Design vga_scanout, sky130hd; sources not shown.
Fig. 1: run 1, selected gate families
(3 px per um)
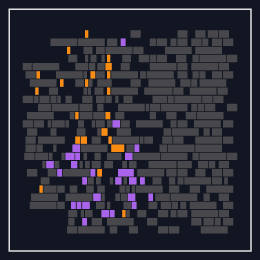
purple -> aoi and oai cells  # cells 26
orange -> nor cells  # cells 21
Top cell excl fill/tap: clkdlybuf4s50_1
Finished Layout Cells: 369
Comb area share: 29.8%

Fig. 2: run 1, metal layers overlaid
(6 px per um)
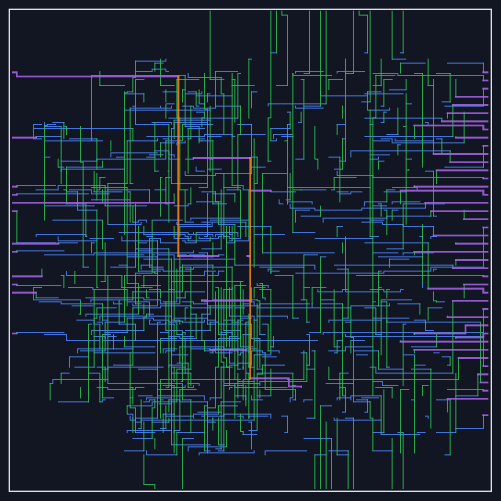
blue -> M1  # wire length 2500 um
green -> M2  # wire length 2360 um
orange -> M4  # wire length 66.6 um
purple -> M3  # wire length 374 um
average wire per standard cell: 14.4 um
final wirelength: 5310 um

Fig. 3: run 1, power grid
(4 px per um) Pins as bars on the die edge.
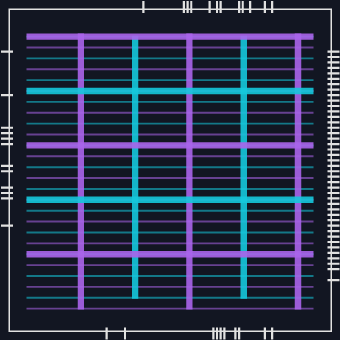
cyan -> VDD
purple -> VSS
signal pins = 76
met5 straps = 5
rows = 25
met1 rails = 26
met4 straps = 5
Chip Width: 80.1 um
die y size: 80.1 um
Max IR drop VDD: 0.178 mV
core area: 4880 um^2

==> results.cfg, run 1 <==
; physical design summary
[grt]
grtUsageMet1_pct = 25.7
grt_overflow = 0
grt_use_met3_pct = 4.48
grtUsageMet2_pct = 25.6
grtUsageTotal_pct = 17.6
antenna_found_initial = 0
busiest_layer = met1

[critical_path]
crit_type = flop to output pin
startpoint_type = flop
endpoint_kind = output pin
ff2ff_path_depth = 4
arrival_ps = 2410
cp.required_ps = 2550

[outcome]
status = completed

[logic_synthesis]
area_leaders = dfrtp_1 51%, and2_1 6.8%, xor2_1 4.0%
ys_cells = 231
synthCells = 231
yosysMostFrequentCell = dfrtp_1
postSynthSeqShare_pct = 53.5
top_area_cell = dfrtp_1
ys_sh_adder_pct = 3.66
async_flop_share_pct = 100
yosys.area_share.xor_xnor_pct = 6.96
synth_cell_type_count = 38
ff_type = dfrtp_1
synthesis.area_um2 = 2390
synth-seq-cells = 51
mux_share_pct = 0
yosysWarnings = 0

[hold_path]
hp-class = flop to flop

[clock_network]
cts_tree = yes
root_buffer = clkbuf_8
cts_sinks = 51
cts_buffers = 5
clkLatencyLatePin_ps = 300

[job]
maxCapViolCount = 0
warning_count = 30

[timing]
post-route-min-period_ps = 2860
fmax_mhz = 350
hold_viol = 0
worst-slew-pin-transition_ps = 536

[pwr]
p_per_area_nw_per_um2 = 350
fin_total_pwr_mw = 1.15
p_int_mw = 0.906
netSwitchingPower_mw = 0.242
p_clk_share_pct = 36.0
switching_share_pct = 21.1

[layout]
nets = 335
drive_above_1_share_pct = 7.95
n_fill_cell = 411
synthToLayoutAreaGrowth_pct = 37.3
post-route-util_pct = 67.3
final_cell_area_um2 = 3280

[route]
drtAntennaViolNets = 0
vias_per_cell = 5.06
drtIter0Drc = 64
vias = 1868

[placement]
hpwl_um = 3940

[floorplanning]
initCoreUtil_pct = 49.0
## run 1: final cells by class
type / count / share of cell area (%)
clock buffers: 6 / 2.52
clock inverters: 2 / 0.495
inverters: 13 / 1.49
multi-input cells: 149 / 29.8
flip-flops and latches: 51 / 38.9
well taps: 67 / 2.55
repair buffers: 81 / 24.2
## run 1: cell families after synthesis
family                     count (synthesis)
DFF                                       51
buffers and inverters                     31
xor gates and xnor gates                  19
and+or+nand+nor                           94
adders and majority gates                  7
AOI/OAI and AO/OA                         29
## run 1: power by group through the flow
stage / combinational (mW) / sequential, mW / clock (mW)
6_report: 0.0477 / 0.687 / 0.414
5_1_grt: 0.0535 / 0.687 / 0.470
4_1_cts: 0.0492 / 0.687 / 0.427
3_5_place_dp: 0.0489 / 0.700 / 0
3_3_place_gp: 0.0487 / 0.700 / 0
2_1_floorplan: 0.0102 / 0.701 / 0
## run 1: metrics by stage
step           hold slack [ps]  std cells  worst slack (ps)
2_1_floorplan              337        231               764
3_3_place_gp               340        361               266
3_5_place_dp               343        361               232
5_1_grt                    377        369              23.7
4_1_cts                    358        369               122
6_report                   351        369               143
## run 1: metal layers
metal	vias up	part of all wire, %
met5	-	0
met4	0	1.2
met3	7	7.0
met2	61	45
met1	894	47
li1	906	-
## run 1: timing repair
item	in CTS	in global routing
pin swaps	0	0
endpoints found under the setup margin	1	1
setup buffers	0	0
gates resized	3	1
## run 1: critical path, stage by stage (launching register included)
cell and delay [ps]:
dfrtp_1 390, ha_1 210, or4_1 500, a2111oi_2 390, o22ai_1 130, and4_1 200, dlygate4sd2_1 300
--- run 2 (diff from run 1) ---
--- a/config.mk
+++ b/config.mk
@@ -5,9 +5,10 @@
 export SDC_FILE = /design/constraint.sdc
 export NUM_CORES = 1
 export LEC_CHECK = 0
+export ABC_AREA = 1
 export CAP_MARGIN = 20
 export CORE_MARGIN = 4
-export CORE_UTILIZATION = 46
+export CORE_UTILIZATION = 47
 export CTS_CLUSTER_SIZE = 14
 export DETAILED_ROUTE_END_ITERATION = 8
 export GPL_ROUTABILITY_DRIVEN = 0
Fig. 4: run 2, clock distribution
(3 px per um)
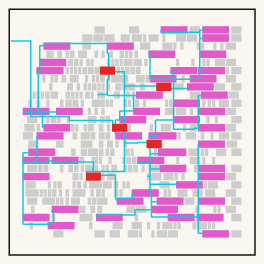
red -> clock-net drivers  # count 5
cyan -> clock wires  # length 593 um
magenta -> flip-flops  # count 51
flops lie = widely spread
clock share of power: 36.2%
clk pwr: 0.417 mW

==> results.cfg, run 2 <==
; physical design summary
[pwr]
p_comb_share_pct = 4.2
netSwitchingPower_mw = 0.246
powerComb_mw = 0.0488
p_int_mw = 0.907
max-vdd-ir-drop_mv = 0.192
power_top_consumer = sequential cells
p_per_area_nw_per_um2 = 339
switching_share_pct = 21.3
seq-power_mw = 0.687

[timing]
setup_viol = 0
fmax_mhz = 377
post-route-min-period_ps = 2650
worst-slew-pin-transition_ps = 744
hold_viol = 0

[critical_path]
arrival_ps = 2200
crit_type = flop to output pin
startpoint_type = flop
path_depth = 8
crit_buf_inv = 1
ff2ff_path_depth = 8
endpoint_kind = output pin
worst-path-max-fanout = 5
cp_cell_sequence = ha_1 -> nor2_1 -> nand2_1 -> nand2_1 -> nand4_1 -> nand3_1 -> nor2_1 -> clkdlybuf4s50_1
cp.required_ps = 2550
cpMaxStageDelayCell = clkdlybuf4s50_1
slowest_delay_ps = 590
crit_family = simple AND/OR/NAND/NOR gates

[floorplanning]
fp.dieH_um = 81.4
die_w_um = 81.4
initCoreUtil_pct = 49.0
core_um2 = 5170

[layout]
drive_above_1_share_pct = 6.82
mostFrequentLayoutCell = clkdlybuf4s50_1
layout.area.comb_um2 = 930
n_fill_cell = 443
post-route-util_pct = 65.8
synthToLayoutAreaGrowth_pct = 34.4
final_cell_area_um2 = 3400
nets = 414

[logic_synthesis]
area_leaders = dfrtp_1 48%, nand2_1 10%, inv_1 8.9%
yosys.area_share.simple_pct = 24.9
synth-seq-cells = 51
synthTopLogicFamily = simple AND/OR/NAND/NOR gates
yosys.area_share.xor_xnor_pct = 3.11
yosysWarnings = 0
ff_type = dfrtp_1
mux_share_pct = 0
ys_sh_adder_pct = 3.46
synthesis.area_um2 = 2530
synth.net_count = 343
ys_cells = 309
synthCells = 309
yosysMostFrequentCell = nand2_1
postSynthSeqShare_pct = 50.5
synth_cell_type_count = 30
top_area_cell = dfrtp_1
async_flop_share_pct = 100

[clock_network]
htreeDepth = 2
cts_hold_buf = 0
clockBufferDepth = 2
cts_sinks = 51
cts_buffers = 5
clkLatencyLatePin_ps = 300
cts_setup_buffers = 0
ctsResizeCount = 0
root_buffer = clkbuf_8
cts_tree = yes

[grt]
grtUsageTotal_pct = 17.5
grt_pass1_vias = 1959
antenna_found_initial = 0
grt_overflow = 0

[route]
routed-wl-met2_um = 2560
firstDrtPassIters = 4
top_layer_used = met4
vias = 2126
postRouteWirelength_um = 5530
drtIter0Drc = 70
routedLengthMet1_um = 2410
wl_per_cell_um = 12.3
wl_met3_um = 473
vias_per_cell = 4.71
drtAntennaViolNets = 0

[placement]
io_buffers = 75
hpwl_um = 4190

[job]
maxCapViolCount = 0
warning_count = 30

[hold_path]
hold_depth = 1
hp-class = flop to flop

[outcome]
status = completed
==> run 2: cell count changes in the layout (fill, tap and decap cells not counted), sizes merged, moves of 5 or more <==
| cell | delta |
|---|---|
| nand2 | +57 |
| inv | +49 |
| and2 | -26 |
| nor2 | +16 |
| nand3 | +14 |
| o21ai | +9 |
| xnor2 | -8 |
| o31ai | -6 |
| or4 | -6 |
| nor3 | +5 |
==> run 2: final cells by class <==
cell class	instances	area share [%]
clock inverter	2	0.478
inverter	62	6.91
multi-input combinational	182	27.3
clock buffer	6	2.43
sequential	51	37.6
tap	70	2.57
timing repair buffer	78	22.7
==> run 2: kinds of logic after synthesis <==
| logic type | after synthesis |
|---|---|
| AND/OR/NAND/NOR | 143 |
| buffers and inverters | 76 |
| flip-flops | 51 |
| AND-OR/OR-AND | 23 |
| XOR/XNOR | 9 |
| adder cells (fa/ha/maj) | 7 |
==> run 2: per-layer routing <==
metal / global-route usage [%] / vias to the layer above
met5: 0 / -
met4: 5.41 / 0
met3: 4.32 / 11
met2: 29.1 / 69
met1: 22.4 / 960
li1: - / 1086
==> run 2: stage by stage <==
| step | hold WS, ps | setup WS [ps] | std cells | power, mW |
|---|---|---|---|---|
| 3_3_place_gp | 339 | 722 | 443 | 0.751 |
| 3_5_place_dp | 347 | 698 | 443 | 0.751 |
| 6_report | 361 | 345 | 451 | 1.15 |
| 5_1_grt | 373 | 144 | 451 | 1.21 |
| 2_1_floorplan | 337 | 1230 | 309 | 0.711 |
| 4_1_cts | 363 | 335 | 451 | 1.17 |
Power and IR drop assume default switching activity.
